--- src/rtl/fns_cfg_sequencer.sv ---
// ---------------------------------------------------------------------------
// fns_cfg_sequencer
//
// Configuration controller for a fault-tolerant Fibonacci-numeral-system TSV
// codec. When a start request arrives, it latches the per-TSV fault flags. It
// then walks the bundle one TSV per cycle, starting at the LSB. Each fault-free
// TSV receives the next Fibonacci weight (1, 2, 3, 5, ...) until K = N_TSV-N_RED
// weights have been handed out. Faulty TSVs are disabled, and so are good spares
// that are left over once all K weights are allocated. If the bundle holds fewer
// than K good TSVs, the scan ends with cfg_fail and an all-zero configuration.
//
// Ports
//   clk        : system clock, rising edge
//   rst_n      : asynchronous active-low reset
//   start      : single-cycle configuration request (ignored while busy)
//   f_flag     : per-TSV fault flags, bit i = TSV i, 1 = faulty
//   busy       : high while the scan is in progress
//   done       : one-cycle pulse after the final TSV has been processed
//   cfg_valid  : en_flag/weight_bus hold a valid configuration
//   cfg_fail   : last scan found fewer than K good TSVs
//   en_flag    : per-TSV data enable
//   weight_bus : W-bit weight per TSV, TSV i in bits [i*W +: W]
// ---------------------------------------------------------------------------
module fns_cfg_sequencer #(
   parameter int N_TSV = 6,
   parameter int N_RED = 2,
   parameter int W     = 4
) (
   input  logic               clk,
   input  logic               rst_n,
   input  logic               start,
   input  logic [N_TSV-1:0]   f_flag,
   output logic               busy,
   output logic               done,
   output logic               cfg_valid,
   output logic               cfg_fail,
   output logic [N_TSV-1:0]   en_flag,
   output logic [N_TSV*W-1:0] weight_bus
);

   localparam int K     = N_TSV - N_RED;
   localparam int IDX_W = (N_TSV > 1) ? $clog2(N_TSV) : 1;
   localparam int CNT_W = (K > 0) ? $clog2(K + 1) : 1;

   localparam logic [IDX_W-1:0] LAST_IDX = IDX_W'(N_TSV - 1);
   localparam logic [CNT_W-1:0] K_CNT    = CNT_W'(K);

   // Fib(n) with Fib(1) = Fib(2) = 1. The largest weight handed out is Fib(K+1).
   function automatic int fib(input int n);
      int a;
      int b;
      int t;
      a = 0;
      b = 1;
      for (int i = 0; i < n; i++) begin
         t = a + b;
         a = b;
         b = t;
      end
      return a;
   endfunction

   localparam bit FIB_FITS = (fib(K + 1) <= ((2 ** W) - 1));

   typedef enum logic {
      IDLE,
      SCAN
   } state_t;

   state_t             state_q, state_d;
   logic [IDX_W-1:0]   idx_q, idx_d;
   logic [CNT_W-1:0]   alloc_q, alloc_d;
   logic [W-1:0]       p2_q, p2_d;
   logic [W-1:0]       p1_q, p1_d;
   logic [N_TSV-1:0]   f_q, f_d;
   logic               busy_q, busy_d;
   logic               done_q, done_d;
   logic               cfg_valid_q, cfg_valid_d;
   logic               cfg_fail_q, cfg_fail_d;
   logic [N_TSV-1:0]   en_q, en_d;
   logic [N_TSV*W-1:0] weight_q, weight_d;

   logic [W-1:0]       fib_sum;
   logic [CNT_W-1:0]   alloc_inc;
   logic [CNT_W-1:0]   alloc_fin;

   // Next-state logic. The pair (p2, p1) always holds the two previous
   // weights, so p2+p1 is the weight for the next good TSV. The final
   // allocation count includes the TSV that is processed on the last edge.
   always_comb begin
      state_d     = state_q;
      idx_d       = idx_q;
      alloc_d     = alloc_q;
      p2_d        = p2_q;
      p1_d        = p1_q;
      f_d         = f_q;
      busy_d      = busy_q;
      done_d      = 1'b0;
      cfg_valid_d = cfg_valid_q;
      cfg_fail_d  = cfg_fail_q;
      en_d        = en_q;
      weight_d    = weight_q;
      fib_sum     = p2_q + p1_q;
      alloc_inc   = alloc_q + CNT_W'(1);
      alloc_fin   = alloc_q;

      case (state_q)
         IDLE: begin
            if (start) begin
               state_d     = SCAN;
               f_d         = f_flag;
               en_d        = '0;
               weight_d    = '0;
               cfg_valid_d = 1'b0;
               cfg_fail_d  = 1'b0;
               idx_d       = '0;
               alloc_d     = '0;
               p2_d        = '0;
               p1_d        = W'(1);
               busy_d      = 1'b1;
            end
         end

         SCAN: begin
            if (f_q[idx_q]) begin
               en_d[idx_q]                   = 1'b0;
               weight_d[int'(idx_q)*W +: W]  = '0;
            end else if (alloc_q < K_CNT) begin
               en_d[idx_q]                   = 1'b1;
               weight_d[int'(idx_q)*W +: W]  = fib_sum;
               p2_d                          = p1_q;
               p1_d                          = fib_sum;
               alloc_d                       = alloc_inc;
               alloc_fin                     = alloc_inc;
            end else begin
               // Good spare: all data weights are already placed.
               en_d[idx_q]                   = 1'b0;
               weight_d[int'(idx_q)*W +: W]  = '0;
            end

            idx_d = idx_q + IDX_W'(1);

            if (idx_q == LAST_IDX) begin
               state_d = IDLE;
               busy_d  = 1'b0;
               done_d  = 1'b1;
               idx_d   = '0;
               if (alloc_fin == K_CNT) begin
                  cfg_valid_d = 1'b1;
               end else begin
                  // Not enough good TSVs: present an all-off configuration.
                  cfg_fail_d = 1'b1;
                  en_d       = '0;
                  weight_d   = '0;
               end
            end
         end

         default: begin
            state_d = IDLE;
         end
      endcase
   end

   // State and output registers. An asynchronous reset aborts any scan in
   // progress without producing a done pulse.
   always_ff @(posedge clk or negedge rst_n) begin
      if (!rst_n) begin
         state_q     <= IDLE;
         idx_q       <= '0;
         alloc_q     <= '0;
         p2_q        <= '0;
         p1_q        <= '0;
         f_q         <= '0;
         busy_q      <= 1'b0;
         done_q      <= 1'b0;
         cfg_valid_q <= 1'b0;
         cfg_fail_q  <= 1'b0;
         en_q        <= '0;
         weight_q    <= '0;
      end else begin
         state_q     <= state_d;
         idx_q       <= idx_d;
         alloc_q     <= alloc_d;
         p2_q        <= p2_d;
         p1_q        <= p1_d;
         f_q         <= f_d;
         busy_q      <= busy_d;
         done_q      <= done_d;
         cfg_valid_q <= cfg_valid_d;
         cfg_fail_q  <= cfg_fail_d;
         en_q        <= en_d;
         weight_q    <= weight_d;
      end
   end

   assign busy       = busy_q;
   assign done       = done_q;
   assign cfg_valid  = cfg_valid_q;
   assign cfg_fail   = cfg_fail_q;
   assign en_flag    = en_q;
   assign weight_bus = weight_q;

   // The largest Fibonacci weight must fit in a W-bit field.
   a_fib_fits_weight: assert property (@(posedge clk) FIB_FITS);

   // A scan result is either valid or failed, never both.
   a_valid_fail_excl: assert property (@(posedge clk) disable iff (!rst_n)
      !(cfg_valid_q && cfg_fail_q));

endmodule

--- config.mk ---
export PLATFORM = sky130hd
export DESIGN_NAME = fns_cfg_sequencer
export DESIGN_NICKNAME = d
export VERILOG_FILES = /design/src/rtl/fns_cfg_sequencer.sv
export SDC_FILE = /design/constraint.sdc
export NUM_CORES = 1
export LEC_CHECK = 0
export CAP_MARGIN = 10
export CORE_ASPECT_RATIO = 0.7
export CORE_MARGIN = 1.5
export CORE_UTILIZATION = 50
export DETAILED_ROUTE_END_ITERATION = 6
export PLACE_DENSITY = 0.82
export SLEW_MARGIN = 10
export SYNTH_ARGS = -nofsm -noshare
export SYNTH_HDL_FRONTEND = slang
export SYNTH_SLANG_ARGS = --single-unit
--- constraint.sdc ---
create_clock -name clk -period 7.6 [get_ports clk]
set_clock_uncertainty 0.1 [all_clocks]
set_input_delay 1.52 -clock clk [delete_from_list [all_inputs] [get_ports clk]]
set_output_delay 1.52 -clock clk [all_outputs]
set_load 0.03 [all_outputs]
==> reports/qor.yml, run 1 <==
outcome:
  status: "finished clean"
hold_path:
  min_path_cells: 1
  hold_path.startpoint: "weight_bus[13]$_DFFE_PN0P_"
  whs_endpoint: "weight_bus[13]$_DFFE_PN0P_"
final_timing:
  max_freq_mhz: 296
  finalSetupTns_ps: 0
  period_used_pct: 44.5
  period_minus_slack_ps: 3380
  rsz0062_at_grt: "no"
  setup_violations: 0
  relSlewSlack_pct: 50.0
  final_hold_viol_count: 0
  tightest_slew_ps: 742
  layout_setup_ws_ps: 4220
global_route:
  met1_usage_pct: 32.6
  grt_busiest_layer: "met1"
  use_met2_pct: 32.4
  grt_util_met3_pct: 5.07
  overflow: 0
  grt_max_degree: 56
  grt_pass1_wl_mm: 9.89
  grt_antenna_before_repair: 0
  grt_pass1_vias: 1894
route:
  drtIter0Drc: 166
  drtAntennaViolNets: 0
  avgViaCountPerCell: 5.71
  route.met3.wl_um: 250
  met2_length_mm: 2.48
  dr.max_layer_used: "met4"
  drc: 0
  wl_met1_mm: 2.99
clock_tree:
  cts_sinks: 55
  cts_buffer_depth: 2
  clkTransAtPathRegs_ps: 100
  htree_levels: 2
  cts_resized: 0
  root_buffer: "clkbuf_8"
  postCtsSetupRepairBufs: 0
yosys:
  ys_cells: 239
  async_reset_ff_share_pct: 100
  synth_adder_area_share_pct: 5.52
  synth-edff-count: 0
  yosysTopAreaCell: "dfrtp_1"
  synthTopCellsByCount: "dfrtp_1 (55), nand2_1 (22), nor2_1 (16), o2bb2ai_1 (16), a22o_1 (12)"
  syn-num-nets: 259
  ys_top_logic_family: "AND-OR/OR-AND gates"
  yosys_area_um2: 2630
  ys.warnings.count: 0
  ys.flop_type: "dfrtp_1"
  aoi_share_pct: 20.9
  synth-simple-area-share_pct: 12.2
  ys_sh_xor_pct: 1.33
  synth_top_area_share_pct: 52.3
  syn_inst: 239
  syn-cell-area_um2: 2630
  yosysUniqueCellTypes: 44
  synth.area.top_cells: "dfrtp_1 (52%), o2bb2ai_1 (5.3%), ha_1 (4.8%), a22o_1 (4.0%), mux2_2 (3.4%)"
  syn_area_per_cell_um2: 11.0
  synth_top_cell_by_count: "dfrtp_1"
  yosysSeqAreaShare_pct: 52.3
  mux_area_share_pct: 5.37
worst_setup_path:
  crit_fanout: 15
  cpLargestDelayFamily: "AND-OR/OR-AND gates"
  cp_cell_sequence: "mux2_2 > a222oi_1 > and3_1 > o41a_1 > o21ai_1 > a22o_1"
  r2r-start: "idx_q[0]$_DFFE_PN0P_"
  r2r_end: "weight_bus[16]$_DFFE_PN0P_"
  critPathLaunch: "idx_q[0]$_DFFE_PN0P_"
  worst-path-buf-inv: 0
  criticalPathCategory: "flip-flop to flip-flop"
  critPathMaxStageDelay_ps: 690
  cp_slowest_cell: "dfrtp_1"
  worstSetupEndpoint: "weight_bus[16]$_DFFE_PN0P_"
  reg2reg_depth: 6
  worst-path-stages: 6
  r2r_setup_slack_ps: 4220
  worstPathRequired_ps: 7710
floorplanning:
  die_area_um2: 5710
  rows: 21
  ioPinCount: 43
  fp_util_pct: 53.6
  core_area_um2: 4910
  die_w_um: 89.7
placement:
  gp_congestion: 0.875
  pre_cts_ws_ps: 4140
  placed_area_um2: 3110
  hpwl_mm: 4.23
  place_inst: 343
layout:
  layout-drive-gt1-share_pct: 9.22
  stdcell_count: 351
  final_util_pct: 65.3
  fin_nets: 301
  diodes: 0
  fin_area_um2: 3210
power:
  p_leak_nw: 1.42
  total_power_mw: 1.28
  p_switching_mw: 0.579
  p_comb_share_pct: 50.6
  pwr-share-seq_pct: 36.0
  power_leader: "combinational cells"
  comb_power_mw: 0.647
  p_per_area_nw_per_um2: 399
  p_int_mw: 0.699
  p_sw_share_pct: 45.3
  pwr-share-clk_pct: 13.4
  ir_drop_v: 0.000199
  clock_net_power_mw: 0.172
flow_run:
  drv_cap: 0
  warnings: 30
==> run 1: sequential cells by signal, summed over array words and instances (netlist names) <==
signal      flops
alloc_q         3
busy            1
cfg_fail        1
cfg_valid       1
done            1
en_flag         6
f_q             6
idx_q           3
p1_q            4
p2_q            4
state_q         1
weight_bus     24
==> run 1: layout make-up <==
class                   count  area (µm²)
clock inverters             2        16.3
clock buffers               6        82.6
fillers                   396        1710
inverters                   8        30.0
repair buffers             43         423
multi-input cells         168        1190
flip-flops and latches     55        1380
well taps                  69        86.3
==> run 1: cells in the final DEF, fill, tap and decap left out, types with 8 or more instances in the layout <==
cell	n
a21oi_1	10
a22o_1	12
clkdlybuf4s50_1	41
dfrtp_1	55
ha_1	10
mux2_2	8
nand2_1	22
nor2_1	16
o21ai_1	9
o2bb2ai_1	16
==> run_1/pins.png <==
Pins as bars across the die edge, other pins in grey.
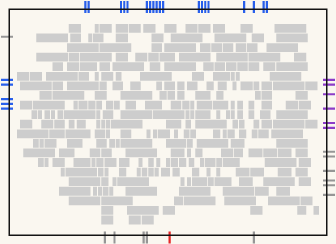
[en_flag] purple | pins: 6 | direction: output | edge: east
[cfg_valid] red | pins: 1 | direction: output | edge: south
[weight_bus] blue | pins: 24 | direction: output | edge: 19 north, 5 west
all pins by edge: 19 north, 12 east, 6 south, 6 west
Port Buffers: 42
Die H: 63.7 µm

==> run_1/final_clocks.png <==
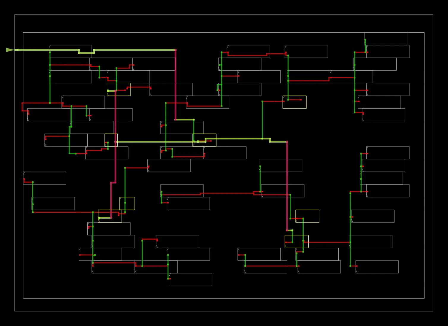
clk_lat worst skew: 320 ps
number of buffers created by CTS: 5

==> run_1/metal_stack.png <==
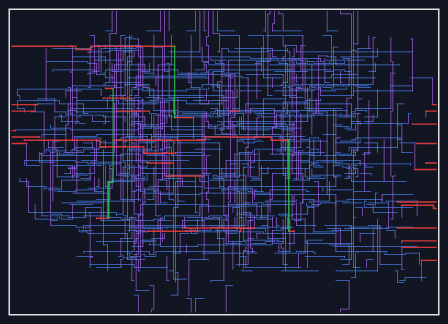
[met3] red | wire length: 251 µm
[met2] purple | wire length: 2480 µm
[met1] blue | wire length: 2990 µm
[met4] green | wire length: 62.1 µm
DR WL/cell: 16.5 µm
drt total wl: 5.78 mm
Global Route Usage Sum: 22.2%
total number of vias: 2004

==> run_1/gate_families.png <==
Scale bar: 20 µm.
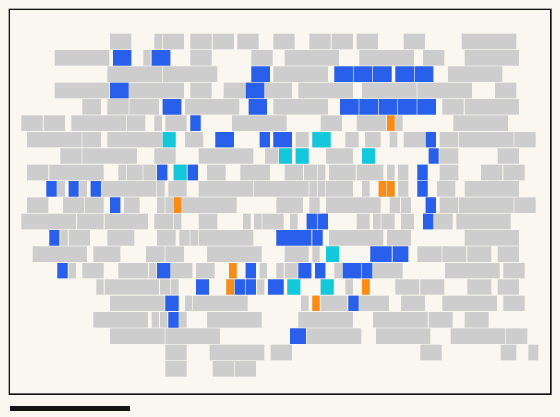
[inverters] orange | cells: 8 | most used: inv_1
[AND and OR gates] cyan | cells: 9 | most used: and3_1
[inverting AOI/OAI gates] blue | cells: 55 | most used: o2bb2ai_1
top logic cell by instance count in the layout: dfrtp_1
logic share of the area: 37.2%

==> run_1/registers.png <==
Other sequential cells in the stronger grey, the rest of the logic in the fainter grey.
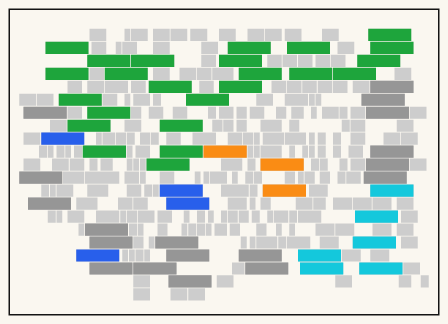

==> inputs of run 2 (changes only) <==
- CORE_UTILIZATION: 50 -> 48
- PLACE_DENSITY: 0.82 -> 0.83
- clock period: 7.6 -> 2.8 ns (I/O delays scaled with it)
==> run_2/registers.png <==
Other sequential cells in the stronger grey, the rest of the logic in the fainter grey.
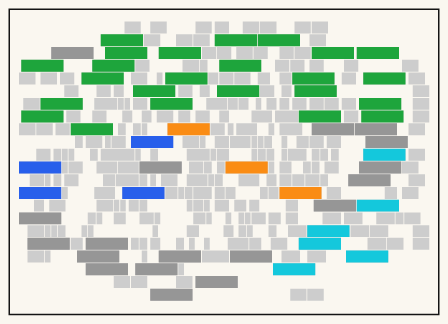
[p1_q] blue | sequential cells: 4 | where: west
[idx_q] orange | sequential cells: 3
[weight_bus] green | sequential cells: 24
[f_q] cyan | sequential cells: 6 | where: south-east
not coloured: 18
Reg area: 1380 µm²
Core Util, Final: 62.8%
flop share of the area: 41.7%
Seq group: 1.22 mW

==> run 2 against run 1 <==
Compared with the run above:
- worst hold slack lost 330 ps
- utilization shrank 2.5 points
- flip-flop count is the same
- highest routed layer unchanged
- synthesized area is the same
- die area grew 4.0%
- non-clock buffer count grew 12
==> reports/qor.yml, run 2 <==
outcome:
  status: "finished clean"
layout:
  signal_buffers: 55  # +28%
  comb_area_um2: 1200  # +0.94%
  mostFrequentLayoutCells: "dfrtp_1 (55), clkdlybuf4s50_1 (41), nand2_1 (22), nor2_1 (16), o2bb2ai_1 (16)"
  final_common_cell: "dfrtp_1"
  fin_nets: 313  # +4.0%
  largest_register_ff_count: 24  # unchanged
  buffer_area_share_pct: 15.5  # +2.3 points
  area_dominant_class: "sequential cells"
  comb_share_pct: 36.5  # -0.73 points
  clk_share_pct: 2.69  # -0.39 points
  layout-drive-gt1-share_pct: 13.9  # +4.7 points
  fillers: 432  # +9.1%
  n_all_inverters: 8  # unchanged
  seq_cells: 55  # unchanged
  comb_cells: 168  # unchanged
flow_run:
  drv_cap: 0  # unchanged
  warnings: 30  # unchanged
global_route:
  use_met2_pct: 31.2  # -1.3 points
  overflow: 0  # unchanged
  grt_pass1_vias: 1999  # +5.5%
  globalRouteTotalUtil_pct: 21.8  # -0.37 points
  grt_antenna_before_repair: 0  # unchanged
  grt_pass1_wl_mm: 10.0  # +1.4%
  met1_usage_pct: 32.9  # +0.28 points
  grt_busiest_layer: "met1"
  grt_max_degree: 21  # -63%
power:
  power_leader: "combinational cells"
  p_sw_share_pct: 45.1  # -0.24 points
  p_switching_mw: 1.62  # +180%
  p_int_mw: 1.97  # +180%
  p_per_area_nw_per_um2: 1090  # +170%
  pwr-share-seq_pct: 34.1  # -1.9 points
  p_leak_nw: 1.48  # +3.7%
  ir_drop_v: 0.000558  # +180%
  comb_power_mw: 1.93  # +200%
  p_comb_share_pct: 53.9  # +3.3 points
yosys:
  syn_inst: 239  # unchanged
  ys.flop_type: "dfrtp_1"
  synth.area.top_cells: "dfrtp_1 (52%), o2bb2ai_1 (5.3%), ha_1 (4.8%), a22o_1 (4.0%), mux2_2 (3.4%)"
  synth-edff-count: 0  # unchanged
  yosys_area_um2: 2630  # unchanged
  synth-simple-area-share_pct: 12.2  # unchanged
  yosysUniqueCellTypes: 44  # unchanged
  ys_top_logic_family: "AND-OR/OR-AND gates"
  yosysSeqAreaShare_pct: 52.3  # unchanged
  ys_sh_xor_pct: 1.33  # unchanged
  synth_top_cell_by_count: "dfrtp_1"
  syn_area_per_cell_um2: 11.0  # unchanged
  synth_adder_area_share_pct: 5.52  # unchanged
  async_reset_ff_share_pct: 100  # unchanged
  yosysTopAreaCell: "dfrtp_1"
  ys.warnings.count: 0  # unchanged
  syn-num-nets: 259  # unchanged
  synth_top_area_share_pct: 52.3  # unchanged
  mux_area_share_pct: 5.37  # unchanged
  synthTopCellsByCount: "dfrtp_1 (55), nand2_1 (22), nor2_1 (16), o2bb2ai_1 (16), a22o_1 (12)"
route:
  drc: 0  # unchanged
  drtAntennaViolNets: 0  # unchanged
  met2_length_mm: 2.61  # +5.3%
  dr.max_layer_used: "met4"
  avgViaCountPerCell: 5.60  # -1.8%
  avgRoutedWirePerCell_um: 16.4  # -0.45%
  drtIter0Drc: 158  # -4.8%
  routed_wl_mm: 6.00  # +3.8%
  wl_met1_mm: 3.05  # +2.0%
  route.met3.wl_um: 284  # +14%
floorplanning:
  ioPinCount: 43  # unchanged
  rows: 22  # +4.8%
  die_h_um: 64.9  # +2.0%
  core_area_um2: 5260  # +7.0%
  die_area_um2: 5940  # +4.0%
  nWellTaps: 72  # +4.3%
  die_w_um: 91.5  # +2.0%
  fp_util_pct: 50.0  # -3.5 points
final_timing:
  final_hold_viol_count: 0  # unchanged
  relSlewSlack_pct: 63.8  # +14 points
  max_freq_mhz: 366  # +24%
  tightest_slew_ps: 542  # -200 ps
  finalSetupTns_ps: 0  # unchanged
  period_used_pct: 97.6  # +53 points
  period_minus_slack_ps: 2730  # -650 ps
  setup_violations: 0  # unchanged
clock_tree:
  cts_made_buffers: 5  # unchanged
  root_buffer: "clkbuf_8"
  cts_sinks: 55  # unchanged
  clock_latency_ps: 310  # about the same
  htree_levels: 2  # unchanged
  cts_buffer_depth: 2  # unchanged
  clkTransAtPathRegs_ps: 100  # about the same
placement:
  numPortBuffers: 42  # unchanged
  pre_cts_ws_ps: 115  # -4020 ps
  gp_congestion: 0.824  # -5.8%
worst_setup_path:
  reg2reg_depth: 9  # +3
  worstSetupEndpoint: "en_flag[0]$_DFFE_PN0P_"
  criticalPathCategory: "flip-flop to flip-flop"
  critPathMaxStageDelay_ps: 430  # -260 ps
  cp_cell_sequence: "mux2_2 > a222oi_1 > buf_4 > buf_4 > and3_1 > o41a_1 > buf_4 > nor2_4 > a22o_1"
  worstPathRequired_ps: 2900  # -4810 ps
  r2r-start: "idx_q[0]$_DFFE_PN0P_"
  crit_fanout: 7  # -8
  cp_slowest_cell: "dfrtp_1"
  r2r_end: "en_flag[0]$_DFFE_PN0P_"
==> run_2/final_clocks.png <==
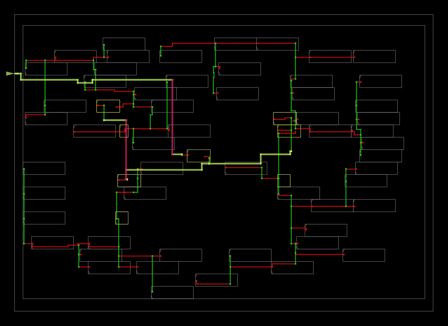
Clock group: 0.430 mW
clock buffers: 5

-- run 2: cell counts after synthesis --
Identical to the previous run, type by type.
-- run 2: what timing repair did --
item	in CTS	in global routing
endpoints found under the hold margin	0	0
buffers inserted	0	1
resized	0	3
setup endpoints to repair	0	24
-- run 2: critical path: cells and delay by family, from the launching register on --
kind,cells,cell delay [ps]
AND/OR/NAND/NOR,2,300
AND-OR/OR-AND,3,930
buffers and inverters,3,510
multiplexers,1,370
flip-flops,1,430
-- run 2: per-stage QoR --
step | cell area [µm²] | hold WS, ps | instances | total power [mW]
after floorplan | 2630 | 164 | 239 | 2.48
after global placement | 3190 | 377 | 357 | 3.03
after detailed placement | 3190 | 380 | 357 | 3.11
after CTS | 3280 | 85.5 | 365 | 3.54
after global routing | 3300 | 101 | 366 | 3.84
final | 3300 | 71.1 | 366 | 3.58
Power figures rest on the tool's default switching activity, not on a simulated workload.
